--- config.mk ---
export PLATFORM = sky130hd
export DESIGN_NAME = tdc_tap_encoder
export DESIGN_NICKNAME = d
export VERILOG_FILES = /design/src/rtl/tdc_tap_encoder.sv
export SDC_FILE = /design/constraint.sdc
export NUM_CORES = 1
export LEC_CHECK = 0
export CAP_MARGIN = 40
export CORE_MARGIN = 4
export CORE_UTILIZATION = 25
export DETAILED_ROUTE_END_ITERATION = 8
export GPL_TIMING_DRIVEN = 0
export REMOVE_ABC_BUFFERS = 1
export SLEW_MARGIN = 20
export SYNTH_ARGS = -nofsm -noshare
export SYNTH_HDL_FRONTEND = slang
export SYNTH_SLANG_ARGS = --single-unit
export TNS_END_PERCENT = 50
--- constraint.sdc ---
create_clock -name clk -period 6.9 [get_ports clk]
set_input_delay 1.38 -clock clk [delete_from_list [all_inputs] [get_ports clk]]
set_output_delay 1.38 -clock clk [all_outputs]
set_load 0.02 [all_outputs]
--- src/rtl/tdc_tap_encoder.sv ---
// Thermometer tap encoder for a TDC delay line: double-samples the taps, detects a hit,
// encodes fine time plus coarse count, and hands it off on valid/ready followed by dead time.
// Optional macro TDC_BUBBLE_FILTER_EN: 3-tap majority bubble filter ahead of the popcount.
module tdc_tap_encoder #(
  parameter int NTAPS       = 32,
  parameter int FINE_W      = 6,
  parameter int COARSE_W    = 16,
  parameter int DEAD_CYCLES = 4
) (
  input  logic                clk,
  input  logic                rst_n,
  input  logic                enable,
  input  logic [NTAPS-1:0]    taps_in,
  output logic                ts_valid,
  input  logic                ts_ready,
  output logic [COARSE_W-1:0] ts_coarse,
  output logic [FINE_W-1:0]   ts_fine,
  output logic                ts_sat,
  output logic                coarse_wrap,
  output logic [7:0]          missed_cnt,
  output logic                busy
);

  localparam int DCW = (DEAD_CYCLES > 1) ? $clog2(DEAD_CYCLES) : 1;

  typedef enum logic [1:0] {
    IDLE = 2'd0,
    HOLD = 2'd1,
    DEAD = 2'd2
  } state_t;

  state_t              r_state;
  state_t              w_next;
  logic [NTAPS-1:0]    r_s1;
  logic [NTAPS-1:0]    r_s2;
  logic                r_s2q0;
  logic [COARSE_W-1:0] r_coarse;
  logic [COARSE_W-1:0] r_c1;
  logic [COARSE_W-1:0] r_c2;
  logic                r_wrap;
  logic [COARSE_W-1:0] r_ts_coarse;
  logic [FINE_W-1:0]   r_ts_fine;
  logic                r_ts_sat;
  logic [DCW-1:0]      r_dead;
  logic [7:0]          r_missed;
  logic [NTAPS-1:0]    w_filt;
  logic [FINE_W-1:0]   w_fine;
  logic                w_sat;
  logic                w_hit;
  logic                w_capture;
  logic                w_accept;

  // Sampling pipeline; the coarse count rides alongside the taps so both refer to one edge.
  always_ff @(posedge clk or negedge rst_n) begin
    if (!rst_n) begin
      r_s1     <= '0;
      r_s2     <= '0;
      r_s2q0   <= 1'b0;
      r_c1     <= '0;
      r_c2     <= '0;
      r_coarse <= '0;
      r_wrap   <= 1'b0;
    end else begin
      r_s1     <= taps_in;
      r_s2     <= r_s1;
      r_s2q0   <= r_s2[0];
      r_c1     <= r_coarse;
      r_c2     <= r_c1;
      r_coarse <= r_coarse + 1'b1;
      r_wrap   <= (r_coarse == '1);
    end
  end

  assign w_hit = r_s2[0] & ~r_s2q0;
  assign w_sat = &r_s2;

`ifdef TDC_BUBBLE_FILTER_EN
  // Virtual neighbours: below tap 0 reads 1, above the last tap reads 0.
  logic [NTAPS+1:0] w_ext;
  assign w_ext = {1'b0, r_s2, 1'b1};
  for (genvar gi = 0; gi < NTAPS; gi++) begin : g_maj
    assign w_filt[gi] = (w_ext[gi] & w_ext[gi+1]) |
                        (w_ext[gi+1] & w_ext[gi+2]) |
                        (w_ext[gi] & w_ext[gi+2]);
  end
`else
  assign w_filt = r_s2;
`endif

  always_comb begin
    w_fine = '0;
    for (int unsigned i = 0; i < NTAPS; i++) begin
      w_fine = w_fine + FINE_W'(w_filt[i]);
    end
  end

  assign w_capture = (r_state == IDLE) & w_hit & enable;
  assign w_accept  = (r_state == HOLD) & ts_ready;

  always_ff @(posedge clk or negedge rst_n) begin
    if (!rst_n) begin
      r_state <= IDLE;
    end else begin
      r_state <= w_next;
    end
  end

  always_comb begin
    w_next = r_state;
    case (r_state)
      IDLE:    if (w_capture) w_next = HOLD;
      HOLD:    if (w_accept) w_next = DEAD;
      DEAD:    if (r_dead == '0) w_next = IDLE;
      default: w_next = IDLE;
    endcase
  end

  always_ff @(posedge clk or negedge rst_n) begin
    if (!rst_n) begin
      r_ts_coarse <= '0;
      r_ts_fine   <= '0;
      r_ts_sat    <= 1'b0;
    end else if (w_capture) begin
      r_ts_coarse <= r_c2;
      r_ts_fine   <= w_fine;
      r_ts_sat    <= w_sat;
    end
  end

  always_ff @(posedge clk or negedge rst_n) begin
    if (!rst_n) begin
      r_dead <= '0;
    end else if (w_accept) begin
      r_dead <= DCW'(DEAD_CYCLES - 1);
    end else if ((r_state == DEAD) && (r_dead != '0)) begin
      r_dead <= r_dead - 1'b1;
    end
  end

  // Any armed hit outside IDLE is lost, including one coinciding with the handshake.
  always_ff @(posedge clk or negedge rst_n) begin
    if (!rst_n) begin
      r_missed <= '0;
    end else if (w_hit && enable && (r_state != IDLE) && (r_missed != 8'hFF)) begin
      r_missed <= r_missed + 8'd1;
    end
  end

  assign ts_valid    = (r_state == HOLD);
  assign busy        = (r_state != IDLE);
  assign ts_coarse   = r_ts_coarse;
  assign ts_fine     = r_ts_fine;
  assign ts_sat      = r_ts_sat;
  assign coarse_wrap = r_wrap;
  assign missed_cnt  = r_missed;

endmodule

==> flow_summary.ini <==
; generated from flow reports
[run_status]
status = complete, no violations

[cells_and_area]
ff_latch_area_um2 = 3729
nClkBuffers = 17
seq_area_share_pct = 51.92
final_area_um2 = 7182
fillCellCount = 2115
dominant_cells = flip-flops and latches
signal_buffer_area_fraction_pct = 10.07
n_all_buffers = 70
finalNetCount = 517
ff_count = 149
mostFrequentLayoutCells = dfrtp_1 (149), clkdlybuf4s50_1 (68), inv_1 (54), fa_1 (24)
final.signal_inverter_count = 54
n_antenna_cell = 0
logic_area_um2 = 1572
instances_no_fill = 738
clkCellAreaFrac_pct = 8.432
comb_cells = 154

[logic_synthesis]
synth-main-ff-cell = dfrtp_1
ys_seq_share_pct = 67.34
top_cells_by_area = dfrtp_1 (67%), fa_1 (8.7%), mux2_4 (4.6%), inv_1 (3.7%), ha_1 (2.5%)
synth-async-reset-ratio_pct = 100.0
yosys.area.top_type_share_pct = 67.34
synth.lib_cells_used.distinct = 34
cell_with_the_most_instances_after_synthesis = dfrtp_1
top_area_cell = dfrtp_1
instance_tally_after_logic_synthesis = 360
enable_flop_cells = 0
post_synth_instance_area_um2 = 5537
ys_chip_area_um2 = 5537
ys.flops = 149
synthesis_warnings = 0

[route]
ant_nets = 0
post-route-drc-count = 0
initialDrtViolationCount = 151
drt_pre_antenna_iters = 4
vias_per_cell = 3.985

[clock_tree]
hold_buffers = 0
cts_made_buffers = 17
clock_insertion_delay_worst_skew_ps = 420
clkSinkCount = 149
clk_path_buf_depth = 2
cts_tree = done

[setup_path]
timing.critical_path.required_ps = 7200
cp_slowest_cell = fa_1
cp_cell_sequence = inv_1 > fa_1 > fa_1 > fa_1 > fa_1 > fa_1 > fa_1 > inv_1 > ha_1 > inv_1 > fa_1 > nor2b_1 > o21ai_0 > nor4bb_1 > a211o_1
crit_type = register to register
worstPathMaxFanout = 4
startpoint_type = register
worstPathArrival_ps = 5260

[global_route]
grt_first_pass_wirelength_mm = 17.17
grt_overflow_total = 0
pin_count_of_the_biggest_net_entering_global_routing = 103
grt_pass1_vias = 3312
number_of_antenna_violations_at_the_first_check_in_global_routing = 3

[place]
io_buffer_count = 69
post_dp_area_um2 = 6576
hpwlAfterDp_mm = 7.230
dp_worst_setup_slack_ps = 1898

[timing]
hold_ws_ps = 343.9
fmax_mhz = 201.5
worst-slew-pin-transition_ps = 564.6
setup_violating_endpoint_count_in_the_final_report = 0
slew-limit-headroom_pct = 62.36
timing.final.crit_period_ps = 4963
final_max_slew_viol_count = 0
min_period_over_period_pct = 71.92

[job]
tool_warnings = 28
maxCapViolCount = 0

[floorplanning]
die_width_um = 156.8
design.core.area_um2 = 21820
number_of_well_taps = 280
die-area_um2 = 24590

[power_and_ir_drop]
design_power_uw = 2708
leakage_power_uw = 0.003393
power.ir.vdd_worst_v = 0.0001911

[hold_path]
min-delay-path-class = register to register
[kinds of logic (layout without fill, tap and decap cells)]
group | Yosys count | after routing | share of synthesized area (%)
compound gates | 19 | 19 | 2.644
simple gates | 60 | 60 | 6.282
xor+xnor | 22 | 22 | 3.480
fa+ha+maj | 35 | 35 | 11.16
mux | 18 | 18 | 4.813
buf+inv | 57 | 155 | 4.271
flops | 149 | 149 | 67.34
[flip-flops by register name (all words and copies together), names as in the netlist, 6 cells and up]
signal / cells
missed_cnt: 8
r_c1: 16
r_c2: 16
r_coarse: 16
r_s1: 32
r_s2: 32
ts_coarse: 16
ts_fine: 6
[power by group]
part | internal, uW | switching [uW] | total (uW)
clock network | 550 | 400 | 950
logic | 370 | 396 | 766
registers | 943 | 50.2 | 993
total | 1860 | 846 | 2710
[layer usage]
metal  up-vias  GRT usage [%]  routed length (um)
li1       1328              -                   -
met1      1537          10.57                4229
met2        54          14.96                5305
met3        16          4.259                 672
met4         6          3.264                 119
met5         -              0                  42
[worst reg2reg max path, stage by stage, from the launching register on]
cell      delay (ps)
dfrtp_1          460
inv_1            100
fa_1             570
fa_1             450
fa_1             570
fa_1             460
fa_1             530
fa_1             410
inv_1             70
ha_1             150
inv_1             50
fa_1             400
nor2b_1          120
o21ai_0          120
nor4bb_1         170
a211o_1          240
[path summary, 6_finish.rpt]
| check | from | to | slack [ps] | cells past startpoint |
|---|---|---|---|---|
| min in group asynchronous | rst_n | r_s2[16] | 860 | 1 |
| min reg2reg | r_s1[29] | r_s2[29] | 340 | 0 |
| max reg2reg | r_s2[0] | ts_fine[4] | 1940 | 15 |
| min | r_s1[29] | r_s2[29] | 340 | 0 |
| max | r_s2[0] | ts_fine[4] | 1940 | 15 |
| max in group asynchronous | rst_n | ts_coarse[12] | 5260 | 2 |
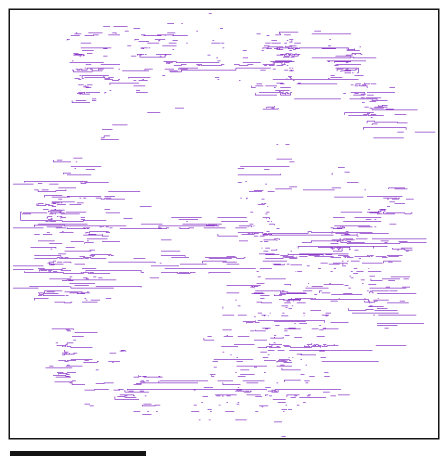
(images/layer_met1.png)
Bar = 50 um.
The layer holds 41% of the routed length. The layer carries 4230 um of wire.
Detailed Route WL: 10.37 mm
routing usage on met1: 10.57%

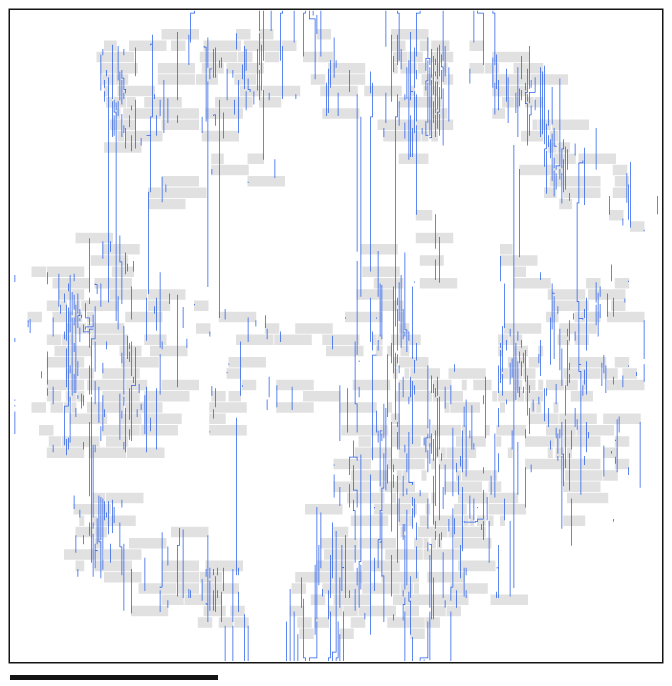
(images/layer_met2.png)
Bar = 50 um.
466 nets have wire on it. The layer carries 5310 um of wire. The layer holds 51% of the routed length.

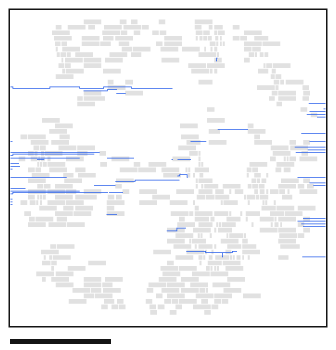
(images/layer_met3.png)
Bar = 50 um.
The layer holds 6.5% of the routed length. The wires run mostly horizontal. The layer carries 673 um of wire.
fraction of met3 tracks used by global routing: 4.259%
total number of vias: 2941

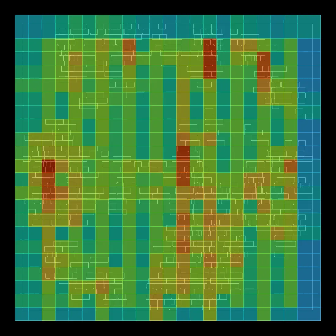
(images/congestion.png)
mean routed wirelength per cell: 14.05 um
Global Route Usage Sum: 9.145%
global-route track usage on met2: 14.96%

